`src/rtl/ppu_pkg.sv`:
```
`default_nettype none
// ============================================================================
// Module      : ppu_pkg
// Description : Shared pixel types, sprite priority codes and layer tags for
//               the PPU row compositor.
// Revision    : 1.0 - initial release
// ============================================================================
package ppu_pkg;

    localparam int ROW_WIDTH_DEF = 320;

    typedef logic [7:0] tile_pix_t;     // {pal[5:0], col[1:0]}
    typedef logic [8:0] spr_pix_t;      // {pal[6:0], col[1:0]}
    typedef logic [9:0] rowram_word_t;  // composited colour reference

    typedef enum logic [1:0] {
        PRIO_OFF      = 2'b00,
        PRIO_BELOW_BG = 2'b01,
        PRIO_MID      = 2'b10,
        PRIO_TOP      = 2'b11
    } spr_prio_e;

    // Upper bits of the row RAM word identify the source layer
    localparam logic [1:0]   c_tag_bg   = 2'b00;
    localparam logic [1:0]   c_tag_fg   = 2'b01;
    localparam logic         c_tag_sp   = 1'b1;
    localparam rowram_word_t c_backdrop = 10'd0;

endpackage
`default_nettype wire

```
`src/rtl/ppu_mixer_prio.sv`:
```
`default_nettype none
// ============================================================================
// Module      : ppu_mixer_prio
// Description : Combinational per-pixel priority/transparency resolver for
//               the BG, FG and sprite layers.
// Revision    : 1.0 - initial release
// ============================================================================
module ppu_mixer_prio (
    input  logic [7:0] i_bg_pix,
    input  logic [7:0] i_fg_pix,
    input  logic [8:0] i_sp_pix,
    input  logic [1:0] i_sp_prio,
    output logic [9:0] o_mix
);
    import ppu_pkg::*;

    logic      w_bg_opq;
    logic      w_fg_opq;
    logic      w_sp_opq;
    spr_prio_e w_prio;

    assign w_bg_opq = (i_bg_pix[1:0] != 2'b00);
    assign w_fg_opq = (i_fg_pix[1:0] != 2'b00);
    assign w_sp_opq = (i_sp_pix[1:0] != 2'b00);
    assign w_prio   = spr_prio_e'(i_sp_prio);

    always_comb begin
        o_mix = c_backdrop;
        if (w_sp_opq && (w_prio == PRIO_TOP)) begin
            o_mix = {c_tag_sp, i_sp_pix};
        end else if (w_fg_opq) begin
            o_mix = {c_tag_fg, i_fg_pix};
        end else if (w_sp_opq && (w_prio == PRIO_MID)) begin
            o_mix = {c_tag_sp, i_sp_pix};
        end else if (w_bg_opq) begin
            o_mix = {c_tag_bg, i_bg_pix};
        end else if (w_sp_opq && (w_prio == PRIO_BELOW_BG)) begin
            o_mix = {c_tag_sp, i_sp_pix};
        end
    end

endmodule
`default_nettype wire

```
`src/rtl/ppu_row_mixer.sv`:
```
`default_nettype none
// ============================================================================
// Module      : ppu_row_mixer
// Description : Sweeps the engine row buffers once per row and writes the
//               composited colour references into the back row RAM.
// Revision    : 1.0 - initial release
// ============================================================================
module ppu_row_mixer
    import ppu_pkg::*;
#(
    parameter int ROW_WIDTH  = ROW_WIDTH_DEF,
    parameter int RD_LATENCY = 1
) (
    input  logic       clk,
    input  logic       rst_n,
    output logic [8:0] pixel_addr,
    input  logic [7:0] bg_pixel_data,
    input  logic [7:0] fg_pixel_data,
    input  logic [8:0] sp_pixel_data,
    input  logic [1:0] sp_pixel_prio,
    input  logic       bgte_done,
    input  logic       fgte_done,
    input  logic       spre_done,
    output logic [9:0] pmxr_rowram_wrdata,
    output logic [8:0] pmxr_rowram_wraddr,
    output logic       pmxr_rowram_wren
);

    localparam logic [1:0] c_idle      = 2'd0;
    localparam logic [1:0] c_run       = 2'd1;
    localparam logic [1:0] c_hold      = 2'd2;
    localparam logic [8:0] c_last_addr = 9'(ROW_WIDTH - 1);

    logic [1:0]            r_state;
    logic                  r_issue;
    logic [RD_LATENCY-1:0] r_vld_sr;
    logic [8:0]            r_addr_sr [RD_LATENCY];

    logic                  w_all_done;
    logic                  w_abort;
    logic                  w_pipe_busy;
    logic                  w_wr_fire;
    rowram_word_t          w_mix;

    assign w_all_done  = bgte_done & fgte_done & spre_done;
    assign w_abort     = (r_state == c_run) && !w_all_done;
    assign w_pipe_busy = |r_vld_sr;
    assign w_wr_fire   = r_vld_sr[RD_LATENCY-1] && !w_abort;

    // r_issue marks that pixel_addr carries a live address this cycle
    always_ff @(posedge clk or negedge rst_n) begin
        if (!rst_n) begin
            r_state    <= c_idle;
            r_issue    <= 1'b0;
            pixel_addr <= '0;
        end else begin
            case (r_state)
                c_idle: begin
                    if (w_all_done) begin
                        r_state    <= c_run;
                        r_issue    <= 1'b1;
                        pixel_addr <= '0;
                    end
                end
                c_run: begin
                    if (!w_all_done) begin
                        r_state    <= c_idle;
                        r_issue    <= 1'b0;
                        pixel_addr <= '0;
                    end else if (r_issue) begin
                        if (pixel_addr == c_last_addr) begin
                            r_issue    <= 1'b0;
                            pixel_addr <= '0;
                        end else begin
                            pixel_addr <= pixel_addr + 9'd1;
                        end
                    end else if (!w_pipe_busy) begin
                        r_state <= c_hold;
                    end
                end
                c_hold: begin
                    if (!w_all_done) begin
                        r_state <= c_idle;
                    end
                end
                default: begin
                    r_state    <= c_idle;
                    r_issue    <= 1'b0;
                    pixel_addr <= '0;
                end
            endcase
        end
    end

    // Tracks each issued address until its engine data is valid; an abort
    // clears every in-flight entry so nothing more is written for the row.
    always_ff @(posedge clk or negedge rst_n) begin
        if (!rst_n) begin
            r_vld_sr <= '0;
            for (int i = 0; i < RD_LATENCY; i++) begin
                r_addr_sr[i] <= '0;
            end
        end else begin
            r_vld_sr[0]  <= r_issue && !w_abort;
            r_addr_sr[0] <= pixel_addr;
            for (int i = 1; i < RD_LATENCY; i++) begin
                r_vld_sr[i]  <= r_vld_sr[i-1] && !w_abort;
                r_addr_sr[i] <= r_addr_sr[i-1];
            end
        end
    end

    ppu_mixer_prio u_prio (
        .i_bg_pix  (bg_pixel_data),
        .i_fg_pix  (fg_pixel_data),
        .i_sp_pix  (sp_pixel_data),
        .i_sp_prio (sp_pixel_prio),
        .o_mix     (w_mix)
    );

    always_ff @(posedge clk or negedge rst_n) begin
        if (!rst_n) begin
            pmxr_rowram_wren   <= 1'b0;
            pmxr_rowram_wraddr <= '0;
            pmxr_rowram_wrdata <= '0;
        end else begin
            pmxr_rowram_wren <= w_wr_fire;
            if (w_wr_fire) begin
                pmxr_rowram_wraddr <= r_addr_sr[RD_LATENCY-1];
                pmxr_rowram_wrdata <= w_mix;
            end
        end
    end

endmodule
`default_nettype wire

```
`config.mk`:
```
export PLATFORM = sky130hd
export DESIGN_NAME = ppu_row_mixer
export DESIGN_NICKNAME = d
export VERILOG_FILES = /design/src/rtl/ppu_pkg.sv /design/src/rtl/ppu_mixer_prio.sv /design/src/rtl/ppu_row_mixer.sv
export SDC_FILE = /design/constraint.sdc
export NUM_CORES = 1
export LEC_CHECK = 0
export CAP_MARGIN = 20
export CORE_MARGIN = 2
export CORE_UTILIZATION = 42
export DETAILED_ROUTE_END_ITERATION = 7
export GPL_TIMING_DRIVEN = 0
export PLACE_DENSITY = 0.74
export SYNTH_ARGS = -nofsm -noshare
export SYNTH_HDL_FRONTEND = slang
export SYNTH_SLANG_ARGS = --single-unit
```
`constraint.sdc`:
```
create_clock -name clk -period 1.81 [get_ports clk]
set_clock_uncertainty 0.05 [all_clocks]
set_input_delay 0.362 -clock clk [delete_from_list [all_inputs] [get_ports clk]]
set_output_delay 0.362 -clock clk [all_outputs]
set_load 0.01 [all_outputs]
```
Met1 routing:
Scale bar: 20 µm. Supply wires on this layer in gray.
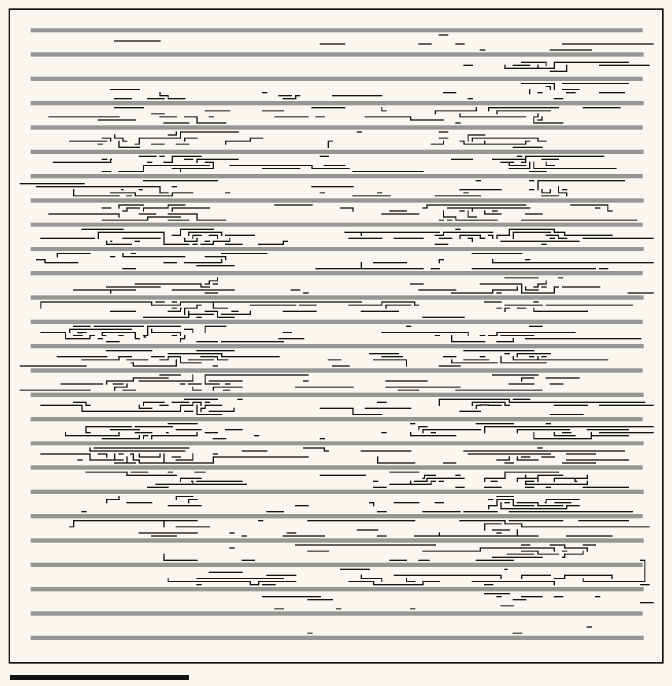
267 nets have wire on it. The layer holds 44% of the routed length. The wires run mostly horizontal.

Metal 2:
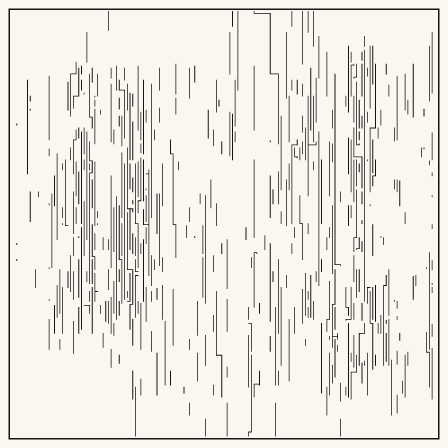
The layer holds 47% of the routed length. The longest straight run is 42.8 µm. The wires run mostly vertical. The layer carries 2250 µm of wire. 258 nets have wire on it.

Metal 3:
Scale bar: 20 µm. Cells faint in the background.
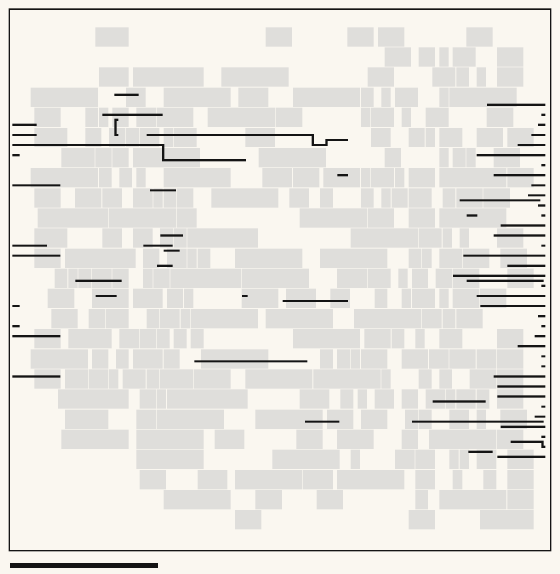
The wires run mostly horizontal. The layer carries 349 µm of wire.

The metal 4 layer:
Supply wires on this layer in gray.
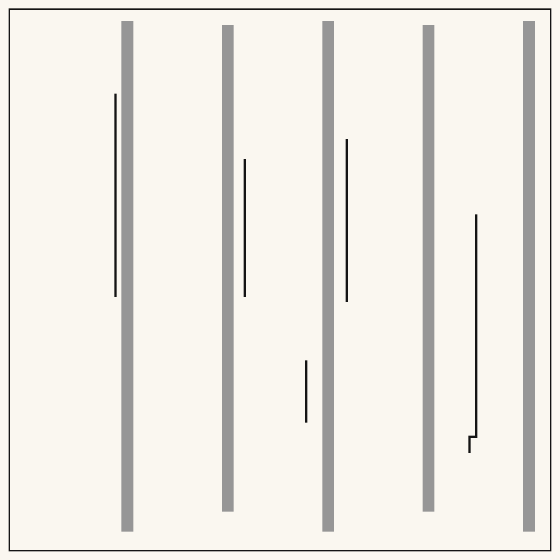
4 nets have wire on it. The layer holds 2.3% of the routed length. The layer carries 108 µm of wire.

==> worst min-delay path by stage <==
| stage | from | to | slack [ns] | depth (start not counted) |
|---|---|---|---|---|
| 3_5_place_dp | rst_n | pmxr_rowram_wrdata[3]$_DFFE_PN0P_ | 0.14 | 1 |
| 3_3_place_gp | pixel_addr[7]$_DFFE_PN0P_ | r_addr_sr[7]$_DFF_PN0_ | 0.40 | 0 |
| 5_1_grt | rst_n | pmxr_rowram_wrdata[3]$_DFFE_PN0P_ | 0.37 | 2 |
| 6_report | rst_n | pmxr_rowram_wrdata[3]$_DFFE_PN0P_ | 0.36 | 2 |
| 2_1_floorplan | rst_n | pixel_addr[0]$_DFFE_PN0P_ | 0.02 | 0 |
| 4_1_cts | rst_n | pmxr_rowram_wrdata[3]$_DFFE_PN0P_ | 0.37 | 2 |
==> flip-flops by register name, summed over array words and instances (netlist names) <==
| register | count |
|---|---|
| pixel_addr | 9 |
| pmxr_rowram_wraddr | 9 |
| pmxr_rowram_wrdata | 10 |
| pmxr_rowram_wren | 1 |
| r_addr_sr | 9 |
| r_issue | 1 |
| r_state | 2 |
| r_vld_sr | 1 |
==> through the flow <==
| stage | setup TNS [ns] | setup slack (ns) | cell area (µm²) | hold WS, ns |
|---|---|---|---|---|
| 4_1_cts | 0 | 0.000497 | 2880 | 0.367 |
| 5_1_grt | -0.0302 | -0.0216 | 2950 | 0.365 |
| 2_1_floorplan | 0 | 0.0134 | 2000 | 0.0164 |
| 3_5_place_dp | -9.91 | -0.438 | 2690 | 0.144 |
| 3_3_place_gp | -42.85 | -0.926 | 2670 | 0.400 |
| 6_report | 0 | 0.0282 | 2950 | 0.365 |
==> layout by cell type (no fill, tap or decap), drive strengths merged, types with 4 or more instances in the layout <==
| cell type | instances |
|---|---|
| clkbuf | 8 |
| dfrtp | 42 |
| clkdlybuf4s50 | 55 |
| dlymetal6s2s | 4 |
| a221oi | 6 |
| nor2 | 17 |
| nand3 | 5 |
| mux2 | 9 |
| o21ai | 17 |
| a211o | 6 |
| nand3b | 5 |
| nand2 | 18 |
| inv | 5 |
| a21oi | 8 |
| buf | 14 |
| nor2b | 9 |
| nand2b | 4 |
==> logic make-up after synthesis <==
family	synth area share (%)
AOI/OAI and AO/OA	19.5
and+or+nand+nor	19.2
DFF	52.6
muxes	5.57
buffers and inverters	2.57
adders and majority gates	0.626
==> routing by layer <==
layer	wire length [µm]	part of all wire (%)	GRT usage [%]
met1	2120	44	24.3
met2	2250	47	31.3
met3	349	7.2	5.80
met4	108	2.2	8.64
met5	0	0	0
==> timing repair <==
item                                   CTS  global route
setup endpoints to repair               19            33
gates resized                            5            23
pin swaps                                2             3
buffers inserted                         7             1
endpoints found under the hold margin    3             0
hold buffers                             1             0
==> power by group through the flow <==
stage	registers, mW	logic, mW	clock network, mW
2_1_floorplan	1.10	0.177	0
5_1_grt	1.06	0.557	0.789
3_3_place_gp	1.06	0.477	0
3_5_place_dp	1.07	0.481	0
6_report	1.05	0.500	0.734
4_1_cts	1.05	0.496	0.748
==> run summary <==
The synthesis and place-and-route flow finished, so here is a summary.

The placement report lists the number of port buffers as 60. After floorplanning, the die was sized to cover 5330 µm². The most critical setup path has its endpoint at pixel_addr[5]$_DFFE_PN0P_.

The launch point of the critical path was reported as fgte_done. The total of fill cells in the finished design came out at 388. The path class of the tightest hold or removal check is input port to async pin. Looking at the critical path, the single cell with the biggest stage delay is sky130_fd_sc_hd__clkdlybuf4s50_1. The final layout report lists a non-clock inverter count of 5.

The inserted tap cell count came out at 54. The number of distinct library cells after synthesis came out at 41. The via count of the first global-routing pass came out at 1844.

After its last routability iteration, the placer logged a weighted congestion of just under 0.9. The layout report lists the combined flip-flop and latch area as 1060 µm². The share of cell area taken by multi-input logic gates came out at about a third. The share of the final layout cell area in sequential cells came out at 35.9%. The final number of hold-violating endpoints is 0. The floorplan step defined a core boundary enclosing 4660 µm².

The multi-input combinational gate total came out at 140. Of all cell types, the one taking the most synthesized area is sky130_fd_sc_hd__dfrtp_1. The top-area cell type share of the netlist area is between 50% and 60%. The number of antenna violations at the first check in global routing came out at 0. By count the netlist is led by sky130_fd_sc_hd__dfrtp_1, sky130_fd_sc_hd__nand2_1, sky130_fd_sc_hd__nor2_1. The run finished with clean final reports. On the critical path the largest part of the delay comes from simple AND/OR/NAND/NOR gates.

Per the post-route antenna check, the number of violating nets is 0. The total cells reported by yosys after synthesis came out at 194. The sum of routed wire length over all layers came out at 4.83 mm. The number of synthesized flops with an enable pin came out at 0.

The commonest register cell is sky130_fd_sc_hd__dfrtp_1. The total of warnings raised by yosys came out at 0. The number of optimization iterations in the first detailed-route pass came out at 4. The share of synthesized registers carrying an async set or reset came out at 100%.

The fraction of layout cells with a size suffix above 1 is 19.1%. The cell kind with the greatest summed area is registers. The total leakage power came out at 1.30 nW.

The routed design shows a via density per instance of 5.57. The clock-pin slew on the worst setup and hold paths is 0.08 ns.
Power and IR drop assume default switching activity.
